--- src/rtl/atm_keypad_if.sv ---
// Signal bundle between the ATM keypad front end, the keypad scanner and the ATM core.
// The master modport belongs to atm_keypad_frontend. The slave modport is the keypad and core side.
interface atm_keypad_if;
    logic        key_valid;
    logic [3:0]  key_code;
    logic        req_ready;
    logic        rsp_valid;
    logic        rsp_error;
    logic        lang;
    logic [11:0] accNumber;
    logic [3:0]  pin;
    logic [11:0] destinationAccNumber;
    logic [2:0]  menuOption;
    logic [10:0] amount;
    logic        req_valid;
    logic        entry_error;
    logic        timeout;

    modport master (
        input  key_valid, key_code, req_ready, rsp_valid, rsp_error,
        output lang, accNumber, pin, destinationAccNumber, menuOption, amount,
               req_valid, entry_error, timeout
    );

    modport slave (
        output key_valid, key_code, req_ready, rsp_valid, rsp_error,
        input  lang, accNumber, pin, destinationAccNumber, menuOption, amount,
               req_valid, entry_error, timeout
    );
endinterface

--- src/rtl/atm_keypad_frontend.sv ---
// ATM keypad front end: builds account, PIN, menu, amount and destination fields from key strobes.
// It issues one request to the ATM core. Define ATM_KEYPAD_TIMEOUT_EN to enable the keypad inactivity abort.
module atm_keypad_frontend #(
    parameter int unsigned TIMEOUT_CYCLES = 100,
    parameter int unsigned MAX_AMOUNT     = 2047
) (
    input logic          clk,
    input logic          rst,
    atm_keypad_if.master kp_io
);
    localparam logic [3:0]  KEY_ENTER  = 4'hA;
    localparam logic [3:0]  KEY_CLEAR  = 4'hB;
    localparam logic [3:0]  KEY_CANCEL = 4'hC;
    localparam logic [3:0]  KEY_LANG   = 4'hD;
    localparam logic [16:0] ACC_LIMIT  = 17'd4095;
    localparam logic [16:0] AMT_LIMIT  = 17'(MAX_AMOUNT);

    if (TIMEOUT_CYCLES == 0 || MAX_AMOUNT == 0 || MAX_AMOUNT > 2047) begin : g_param_chk
        $error("atm_keypad_frontend: TIMEOUT_CYCLES must be >= 1 and MAX_AMOUNT in 1..2047");
    end

    typedef enum logic [2:0] {
        IDLE, ACC_ENTRY, PIN_ENTRY, MENU_SEL, AMT_ENTRY, DEST_ENTRY, ISSUE, WAIT_RESP
    } state_t;

    state_t      state_q;
    logic        lang_q;
    logic [11:0] acc_q;
    logic [3:0]  pin_q;
    logic [11:0] dest_q;
    logic [2:0]  menu_q;
    logic [10:0] amt_q;
    logic        req_valid_q;
    logic        err_q;
    logic        tmo_q;
    logic [2:0]  dcnt_q;

    logic        key_hit;
    logic        is_digit;
    logic        in_entry;
    logic        cancel_hit;
    logic        rsp_fail;
    logic        tmo_hit;
    logic        field_ovf;
    logic [11:0] field_cur;
    logic [16:0] field_lim;
    logic [16:0] field_d;

    assign key_hit    = kp_io.key_valid;
    assign is_digit   = kp_io.key_code <= 4'd9;
    assign in_entry   = state_q inside {ACC_ENTRY, PIN_ENTRY, MENU_SEL, AMT_ENTRY, DEST_ENTRY};
    assign cancel_hit = key_hit && in_entry && (kp_io.key_code == KEY_CANCEL);
    assign rsp_fail   = (state_q == WAIT_RESP) && kp_io.rsp_valid && kp_io.rsp_error;

    // One shared accumulator serves whichever numeric field the current state edits.
    always_comb begin
        field_cur = acc_q;
        field_lim = ACC_LIMIT;
        case (state_q)
            AMT_ENTRY: begin
                field_cur = {1'b0, amt_q};
                field_lim = AMT_LIMIT;
            end
            DEST_ENTRY: field_cur = dest_q;
            default: ;
        endcase
        field_d   = 17'(field_cur) * 17'd10 + 17'(kp_io.key_code);
        field_ovf = (dcnt_q == 3'd4) || (field_d > field_lim);
    end

`ifdef ATM_KEYPAD_TIMEOUT_EN
    localparam int unsigned TW = $clog2(TIMEOUT_CYCLES + 1);
    logic [TW-1:0] idle_q;

    // Reloaded by any key or by being outside the entry states, so a state change always restarts it.
    assign tmo_hit = in_entry && !key_hit && (idle_q == '0);

    always_ff @(posedge clk or posedge rst) begin
        if (rst) begin
            idle_q <= '0;
        end else if (!in_entry || key_hit) begin
            idle_q <= TW'(TIMEOUT_CYCLES - 1);
        end else if (idle_q != '0) begin
            idle_q <= idle_q - TW'(1);
        end
    end
`else
    assign tmo_hit = 1'b0;
`endif

    always_ff @(posedge clk or posedge rst) begin
        if (rst) begin
            state_q     <= IDLE;
            lang_q      <= 1'b0;
            acc_q       <= '0;
            pin_q       <= '0;
            dest_q      <= '0;
            menu_q      <= '0;
            amt_q       <= '0;
            req_valid_q <= 1'b0;
            err_q       <= 1'b0;
            tmo_q       <= 1'b0;
            dcnt_q      <= '0;
        end else begin
            err_q <= 1'b0;
            tmo_q <= tmo_hit;
            if (key_hit && (kp_io.key_code == KEY_LANG)) begin
                lang_q <= ~lang_q;
            end
            case (state_q)
                IDLE: begin
                    if (key_hit && is_digit) begin
                        state_q <= ACC_ENTRY;
                        acc_q   <= 12'(kp_io.key_code);
                        dcnt_q  <= 3'd1;
                    end
                end
                ACC_ENTRY, AMT_ENTRY, DEST_ENTRY: begin
                    if (key_hit && is_digit) begin
                        err_q  <= field_ovf;
                        dcnt_q <= field_ovf ? 3'd0 : dcnt_q + 3'd1;
                        case (state_q)
                            ACC_ENTRY: acc_q  <= field_ovf ? 12'd0 : field_d[11:0];
                            AMT_ENTRY: amt_q  <= field_ovf ? 11'd0 : field_d[10:0];
                            default:   dest_q <= field_ovf ? 12'd0 : field_d[11:0];
                        endcase
                    end else if (key_hit && (kp_io.key_code == KEY_ENTER)) begin
                        if (dcnt_q == 3'd0) begin
                            err_q <= 1'b1;
                        end else begin
                            dcnt_q <= 3'd0;
                            if (state_q == ACC_ENTRY) begin
                                state_q <= PIN_ENTRY;
                            end else if ((state_q == AMT_ENTRY) && (menu_q == 3'd6)) begin
                                state_q <= DEST_ENTRY;
                            end else begin
                                state_q     <= ISSUE;
                                req_valid_q <= 1'b1;
                            end
                        end
                    end else if (key_hit && (kp_io.key_code == KEY_CLEAR)) begin
                        dcnt_q <= 3'd0;
                        case (state_q)
                            ACC_ENTRY: acc_q  <= '0;
                            AMT_ENTRY: amt_q  <= '0;
                            default:   dest_q <= '0;
                        endcase
                    end
                end
                PIN_ENTRY: begin
                    if (key_hit && is_digit) begin
                        pin_q  <= kp_io.key_code;
                        dcnt_q <= 3'd1;
                    end else if (key_hit && (kp_io.key_code == KEY_ENTER)) begin
                        if (dcnt_q == 3'd0) begin
                            err_q <= 1'b1;
                        end else begin
                            dcnt_q  <= 3'd0;
                            state_q <= MENU_SEL;
                        end
                    end else if (key_hit && (kp_io.key_code == KEY_CLEAR)) begin
                        pin_q  <= '0;
                        dcnt_q <= 3'd0;
                    end
                end
                MENU_SEL: begin
                    if (key_hit && is_digit) begin
                        if (kp_io.key_code == 4'd3) begin
                            menu_q      <= 3'd3;
                            state_q     <= ISSUE;
                            req_valid_q <= 1'b1;
                        end else if ((kp_io.key_code >= 4'd4) && (kp_io.key_code <= 4'd7)) begin
                            menu_q  <= kp_io.key_code[2:0];
                            state_q <= AMT_ENTRY;
                            dcnt_q  <= 3'd0;
                        end else begin
                            err_q <= 1'b1;
                        end
                    end
                end
                ISSUE: begin
                    if (req_valid_q && kp_io.req_ready) begin
                        req_valid_q <= 1'b0;
                        state_q     <= WAIT_RESP;
                    end
                end
                WAIT_RESP: begin
                    if (kp_io.rsp_valid && !kp_io.rsp_error) begin
                        state_q <= MENU_SEL;
                        menu_q  <= '0;
                        amt_q   <= '0;
                        dest_q  <= '0;
                        dcnt_q  <= 3'd0;
                    end
                end
                default: state_q <= IDLE;
            endcase
            // Session aborts override anything decided above; lang survives them.
            if (cancel_hit || rsp_fail || tmo_hit) begin
                state_q     <= IDLE;
                acc_q       <= '0;
                pin_q       <= '0;
                dest_q      <= '0;
                menu_q      <= '0;
                amt_q       <= '0;
                dcnt_q      <= 3'd0;
                req_valid_q <= 1'b0;
            end
        end
    end

    assign kp_io.lang                 = lang_q;
    assign kp_io.accNumber            = acc_q;
    assign kp_io.pin                  = pin_q;
    assign kp_io.destinationAccNumber = dest_q;
    assign kp_io.menuOption           = menu_q;
    assign kp_io.amount               = amt_q;
    assign kp_io.req_valid            = req_valid_q;
    assign kp_io.entry_error          = err_q;
    assign kp_io.timeout              = tmo_q;
endmodule

--- src/flat_wrapper.sv ---
// flat-port wrapper written by rule: the top's interface ports become plain ports
module atm_keypad_frontend_flat 
#(
    parameter int unsigned TIMEOUT_CYCLES = 100,
    parameter int unsigned MAX_AMOUNT     = 2047
)
  (clk, rst, kp_io_key_valid, kp_io_key_code, kp_io_req_ready, kp_io_rsp_valid, kp_io_rsp_error, kp_io_lang, kp_io_accNumber, kp_io_pin, kp_io_destinationAccNumber, kp_io_menuOption, kp_io_amount, kp_io_req_valid, kp_io_entry_error, kp_io_timeout);
  atm_keypad_if kp_io_i ();
  input logic clk;
  input logic rst;
  input wire logic [$bits(kp_io_i.key_valid)-1:0] kp_io_key_valid;
  input wire logic [$bits(kp_io_i.key_code)-1:0] kp_io_key_code;
  input wire logic [$bits(kp_io_i.req_ready)-1:0] kp_io_req_ready;
  input wire logic [$bits(kp_io_i.rsp_valid)-1:0] kp_io_rsp_valid;
  input wire logic [$bits(kp_io_i.rsp_error)-1:0] kp_io_rsp_error;
  output wire logic [$bits(kp_io_i.lang)-1:0] kp_io_lang;
  output wire logic [$bits(kp_io_i.accNumber)-1:0] kp_io_accNumber;
  output wire logic [$bits(kp_io_i.pin)-1:0] kp_io_pin;
  output wire logic [$bits(kp_io_i.destinationAccNumber)-1:0] kp_io_destinationAccNumber;
  output wire logic [$bits(kp_io_i.menuOption)-1:0] kp_io_menuOption;
  output wire logic [$bits(kp_io_i.amount)-1:0] kp_io_amount;
  output wire logic [$bits(kp_io_i.req_valid)-1:0] kp_io_req_valid;
  output wire logic [$bits(kp_io_i.entry_error)-1:0] kp_io_entry_error;
  output wire logic [$bits(kp_io_i.timeout)-1:0] kp_io_timeout;
  assign kp_io_i.key_valid = kp_io_key_valid;
  assign kp_io_i.key_code = kp_io_key_code;
  assign kp_io_i.req_ready = kp_io_req_ready;
  assign kp_io_i.rsp_valid = kp_io_rsp_valid;
  assign kp_io_i.rsp_error = kp_io_rsp_error;
  assign kp_io_lang = kp_io_i.lang;
  assign kp_io_accNumber = kp_io_i.accNumber;
  assign kp_io_pin = kp_io_i.pin;
  assign kp_io_destinationAccNumber = kp_io_i.destinationAccNumber;
  assign kp_io_menuOption = kp_io_i.menuOption;
  assign kp_io_amount = kp_io_i.amount;
  assign kp_io_req_valid = kp_io_i.req_valid;
  assign kp_io_entry_error = kp_io_i.entry_error;
  assign kp_io_timeout = kp_io_i.timeout;
  atm_keypad_frontend #(.TIMEOUT_CYCLES(TIMEOUT_CYCLES), .MAX_AMOUNT(MAX_AMOUNT)) u_core (.clk(clk), .rst(rst), .kp_io(kp_io_i));
endmodule
--- config.mk ---
export PLATFORM = sky130hd
export DESIGN_NAME = atm_keypad_frontend_flat
export DESIGN_NICKNAME = d
export VERILOG_FILES = /design/src/rtl/atm_keypad_if.sv /design/src/rtl/atm_keypad_frontend.sv /design/src/flat_wrapper.sv
export SDC_FILE = /design/constraint.sdc
export NUM_CORES = 1
export LEC_CHECK = 0
export CORE_MARGIN = 5
export CORE_UTILIZATION = 60
export CTS_CLUSTER_DIAMETER = 100
export DETAILED_ROUTE_END_ITERATION = 8
export DONT_BUFFER_PORTS = 1
export PLACE_DENSITY = 0.76
export SLEW_MARGIN = 20
export SYNTH_ARGS = -nofsm -noshare
export SYNTH_HDL_FRONTEND = slang
export SYNTH_SLANG_ARGS = --single-unit
--- constraint.sdc ---
create_clock -name clk -period 9.3 [get_ports clk]
set_input_delay 1.395 -clock clk [delete_from_list [all_inputs] [get_ports clk]]
set_output_delay 1.395 -clock clk [all_outputs]
set_load 0.01 [all_outputs]
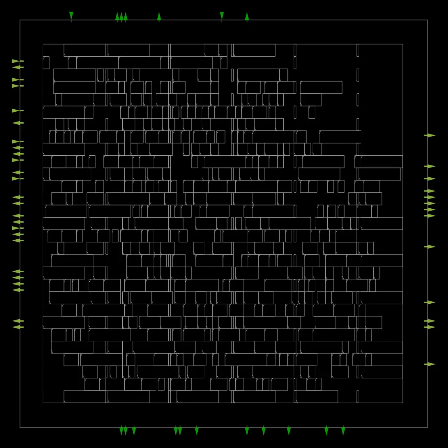
**Above:** run 1 (placed standard cells).
post-route core utilization: 62.8%
fillers: 550
Non-Filler Instances: 510
flop count: 51

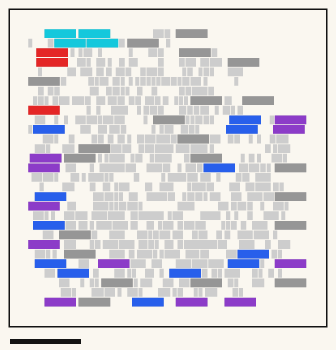
**Above:** run 1 (register map, names as in the netlist).
Scale bar: 20 µm. Other sequential cells in the stronger gray, the rest of the logic in the fainter gray.
[cyan] u_core.kp_io.pin | placed flops: 4 | where: north-west
[purple] u_core.kp_io.amount | placed flops: 11
[red] u_core.kp_io.menuOption | placed flops: 3
[blue] u_core.kp_io.destinationAccNumber | placed flops: 12
not colored: 21

==> flow_summary.toml, run 1 <==
# physical design summary
[status]
outcome = "completed"

[clocking]
clock.latency.late_pin_ns = 0.30
post_cts_resized = 0
clock_sinks = 51
cts_buffers = 5
htree_levels = 2

[setup_path]
cp-endpoint = "u_core.kp_io.amount[10]"
required_ns = 9.53
max_stage_delay_ns = 0.72
critPathMaxFanout = 26
critPathCaptureType = "flip-flop"
r2r-end = "u_core.kp_io.amount[10]"
r2r_start = "u_core.state_q[2]"
setup.worst_path.start = "u_core.state_q[2]"
critical_path_class = "reg -> reg"
r2r_setup_slack_ns = 2.68

[route]
wl_met3_um = 806
vias = 3274
drcViolationCount = 0
ant_nets = 0
drtIter0Drc = 255
wire_per_inst_um = 18.7
wl_met2_um = 4300
wl_met1_um = 4280
top_layer = "met4"
first_pass_iters = 5
finalWirelength_um = 9560
vias_per_cell = 6.42

[power]
powerComb_mw = 0.737
top_power_group = "combinational logic"
pg_clk_mw = 0.127
seqPwrFrac_pct = 32.6
total_leakage_power_nw = 1.76
switching_power_mw = 0.673
p_per_area_mw_per_mm2 = 327
pg_seq_mw = 0.418
pwr-share-clk_pct = 9.9

[synth]
yosys.area_share.aoi_pct = 25.8
synthArstFlopShare_pct = 100
synth_area_mm2 = 0.00380
topCombFamilyByArea = "AND-OR/OR-AND gates"
yosys.area_share.simple_pct = 18.1
avgSynthCellArea_um2 = 8.65
ys_cells = 440
fp_nets = 478
ys.flops = 51
synth.distinct_cells = 61
xor_area_share_pct = 4.80
top_cell = "nand2_1"
synth_top_area_share_pct = 33.5
edf_count = 0
synthTopCellsByArea = "dfrtp_1 (34%), ha_1 (8.5%), nand2_1 (6.6%)"
yosys.area.top_type = "dfrtp_1"
common_cells = "nand2_1 (67), dfrtp_1 (51), o21ai_0 (33)"
ys_seq_share_pct = 33.5

[grt]
grt_pass1_vias = 3196
gr-usage-met2_pct = 39.0
track_usage_pct = 25.7
antenna_found_initial = 0
gr-usage-met3_pct = 6.39
grt_max_degree = 52
grt_use_met1_pct = 36.8
overflow = 0

[final_layout]
final_area_mm2 = 0.00392
final_common_cell = "nand2_1"
drive_above_1_share_pct = 10.9
antenna_cells = 0
final_nets = 470
mostFrequentLayoutCells = "nand2_1 (67), dfrtp_1 (51), o21ai_0 (33), nor2_1 (28), ha_1 (26)"

[final_timing]
relSlewSlack_pct = 40.4
worst_slew_pin_slew_ns = 0.893
drv_slew = 0
rsz0062_at_grt = "false"
post-route-min-period_ns = 6.62
min_period_over_period_pct = 71.2
finalSetupTns_ns = 0
max_freq_ghz = 0.151
setup_viol = 0

[floorplan]
io_pins = 56
die_h_um = 89.6
rows = 29
coreArea_mm2 = 0.00624

[flow_run]
tool_warnings = 27
maxCapViolations = 0

[min_path]
hold_path_depth = 1
hold_end = "u_core.kp_io.lang"
min_from = "u_core.kp_io.lang"

[placed_design]
io_buffers = 0
place_hpwl_um = 7000
place_inst = 502
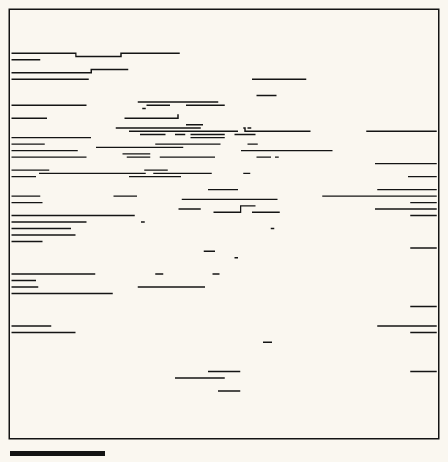
**Above:** run 1 (metal 3).
Scale bar: 20 µm.
main direction: horizontal
nets with wire on the layer: 73
wire length on this layer: 806 µm

run 1: worst max-delay path, delay by kind of cell (launching register included):
family / cells / cell delay (ns)
and+or+nand+nor: 6 / 2.02
xor gates and xnor gates: 2 / 0.50
DFF: 1 / 0.72
buffers and inverters: 1 / 0.08
AOI/OAI and AO/OA: 7 / 1.98
adders and majority gates: 4 / 1.24
run 1: cell type report:
class,count,area (µm²)
fillers,550,2320
clock buffers,7,76.3
multi-input cells,347,2350
clock inverters,1,5.00
well taps,77,96.3
inverters,23,87.6
repair buffers,4,30.0
flip-flops and latches,51,1280
run 1: metrics by stage:
step	setup WS, ns	hold slack (ns)
floorplan	3.35	0.504
global placement	3.01	0.527
detailed placement	2.76	0.549
CTS	2.73	0.570
global route	2.10	0.604
finish	2.68	0.562
**Run 1: placement by cell class**

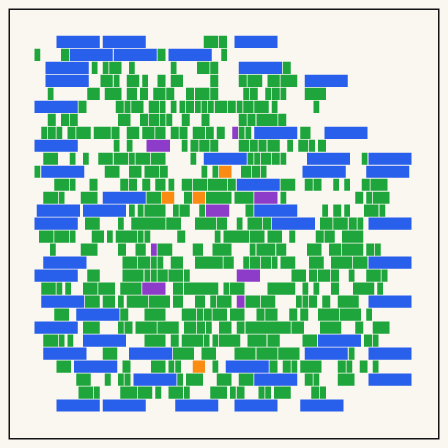

--- run 2 (diff from run 1) ---
==> constraint.sdc (replaced) <==
create_clock -name clk -period 6.4 [get_ports clk]
set_input_delay 0.96 -clock clk [delete_from_list [all_inputs] [get_ports clk]]
set_output_delay 0.96 -clock clk [all_outputs]
set_load 0.01 [all_outputs]
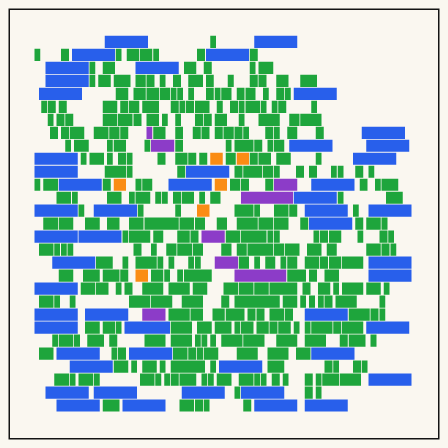
**Above:** run 2 (placement by cell class).
[green] all other logic | cells: 370
[blue] flip-flops | cells: 51
[purple] clock drivers and dummy loads | cells: 8
[orange] other buffers and delay cells | cells: 6

==> run 2 against run 1 <==
  * Synthesized area stayed put
  * Core utilization increased by 1.1 points
  * Hold slack worse by 0.013 ns
  * Power rose by 53%
  * Cell count up 0.39%
  * Final area increased by 1.8%
  * Clock power grew 110%
  * Register-to-register slack got worse by 2.2 ns
  * Non-clock buffer count increased by 2
  * First-iteration DRC count fell by 8.2%
  * Global-route usage rose by 0.39 points
==> flow_summary.toml, run 2 <==
# physical design summary
[final_timing]
relSlewSlack_pct = 41.4
timing.hold.ws_ns = 0.548
post-route-min-period_ns = 5.93
drv_slew = 0
setup_viol = 0
min_period_over_period_pct = 92.7
fin_ws_ns = 0.466
worst_slew_pin_slew_ns = 0.879
max_freq_ghz = 0.169
finalSetupTns_ns = 0
rsz0062_at_grt = "false"

[floorplan]
coreArea_mm2 = 0.00624
die_w_um = 89.6
die_h_um = 89.6
io_pins = 56
rows = 29

[grt]
gr-usage-met2_pct = 41.1
antenna_found_initial = 0
grt_max_degree = 52
grt_pass1_vias = 3249
gr-usage-met3_pct = 6.66
overflow = 0
grt_use_met1_pct = 35.4
track_usage_pct = 26.1

[power]
switching_power_mw = 0.986
pg_seq_mw = 0.586
total_leakage_power_nw = 1.79
pg_clk_mw = 0.265
pwr-share-clk_pct = 13.5
seqPwrFrac_pct = 29.9
top_power_group = "combinational logic"
powerComb_mw = 1.11
vdd_drop_max_mv = 0.282
p_per_area_mw_per_mm2 = 491

[final_layout]
mostFrequentLayoutCells = "nand2_1 (67), dfrtp_1 (50), o21ai_0 (33), nor2_1 (27), ha_1 (26)"
antenna_cells = 0
instances_no_fill = 512
final_area_mm2 = 0.00399
final_nets = 472
final_common_cell = "nand2_1"
fin_util_pct = 64.0
drive_above_1_share_pct = 12.0

[placed_design]
place.gp.congestion = 0.896
place_hpwl_um = 7280
place_ws_ns = 0.453
io_buffers = 0
place_inst = 504

[synth]
synth.distinct_cells = 61
ys.flops = 51
synth_area_mm2 = 0.00380
ys_seq_share_pct = 33.5
common_cells = "nand2_1 (67), dfrtp_1 (51), o21ai_0 (33)"
fp_nets = 478
synthArstFlopShare_pct = 100
ys_chip_area_mm2 = 0.00380
avgSynthCellArea_um2 = 8.65
yosys.area.top_type = "dfrtp_1"
top_cell = "nand2_1"
ys_cells = 440
edf_count = 0
synth_top_area_share_pct = 33.5
synthTopCellsByArea = "dfrtp_1 (34%), ha_1 (8.5%), nand2_1 (6.6%)"

[clocking]
path_clk_slew_ns = 0.10
post_cts_resized = 0
clock.latency.late_pin_ns = 0.31
htree_levels = 2
ctsHoldBuffers = 0
cts_tree = "yes"
clock_sinks = 51
cts_buffer_depth = 2
cts_root_buffer = "clkbuf_8"
cts_buffers = 5

[route]
top_layer = "met4"
drcViolationCount = 0
wl_met1_um = 4260
vias_per_cell = 6.60
wl_met3_um = 874
drtIter0Drc = 234
finalWirelength_um = 9730
wl_met2_um = 4370
wire_per_inst_um = 19.0
ant_nets = 0
first_pass_iters = 5
vias = 3377

[min_path]
hold_path_depth = 1
min_from = "u_core.kp_io.lang"
hp-class = "reg -> reg"
hold_end = "u_core.kp_io.lang"

[setup_path]
r2r_setup_slack_ns = 0.47
max_stage_delay_ns = 0.72
r2r-end = "u_core.kp_io.destinationAccNumber[6]"
crit_family = "simple AND/OR/NAND/NOR gates"
cp.buffers_inverters = 1
crit_cells = 20
cp-endpoint = "u_core.kp_io.destinationAccNumber[6]"
critPathMaxFanout = 12
critPathCaptureType = "flip-flop"
r2r_cells = 20
critical_path_class = "reg -> reg"
setup.worst_path.start = "u_core.state_q[1]"
required_ns = 6.64
r2r_start = "u_core.state_q[1]"

[flow_run]
tool_warnings = 27
maxCapViolations = 0

[status]
outcome = "completed"
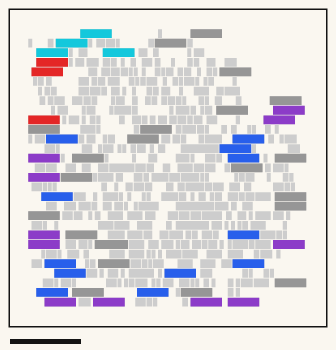
**Above:** run 2 (register map, names as in the netlist).
Scale bar: 20 µm. Other sequential cells in the stronger gray, the rest of the logic in the fainter gray.
[purple] u_core.kp_io.amount | placed flops: 11
[cyan] u_core.kp_io.pin | placed flops: 4 | where: north-west
[blue] u_core.kp_io.destinationAccNumber | placed flops: 12
[red] u_core.kp_io.menuOption | placed flops: 3
not colored: 21

[run 2: logic make-up (layout without fill, tap and decap cells)]
kind of cell,count (synthesis),count (layout),synth area share (%)
buffers and inverters,42,37,4.83
AND-OR/OR-AND,143,143,25.8
AND/OR/NAND/NOR,143,143,18.1
multiplexers,12,12,3.19
flip-flops,51,51,33.5
adder cells (fa/ha/maj),28,28,9.60
XOR/XNOR,20,20,4.80
other,1,1,0.0986
[run 2: final cells by class]
| cell class | instances | area, µm² |
|---|---|---|
| Sequential cell | 51 | 1280 |
| Tap cell | 77 | 96.3 |
| Clock inverter | 2 | 60.1 |
| Fill cell | 546 | 2250 |
| Clock buffer | 6 | 72.6 |
| Timing Repair Buffer | 6 | 45.0 |
| Inverter | 23 | 87.6 |
| Multi-Input combinational cell | 347 | 2350 |
No activity file was given, so power comes from the tool's default toggle rates.
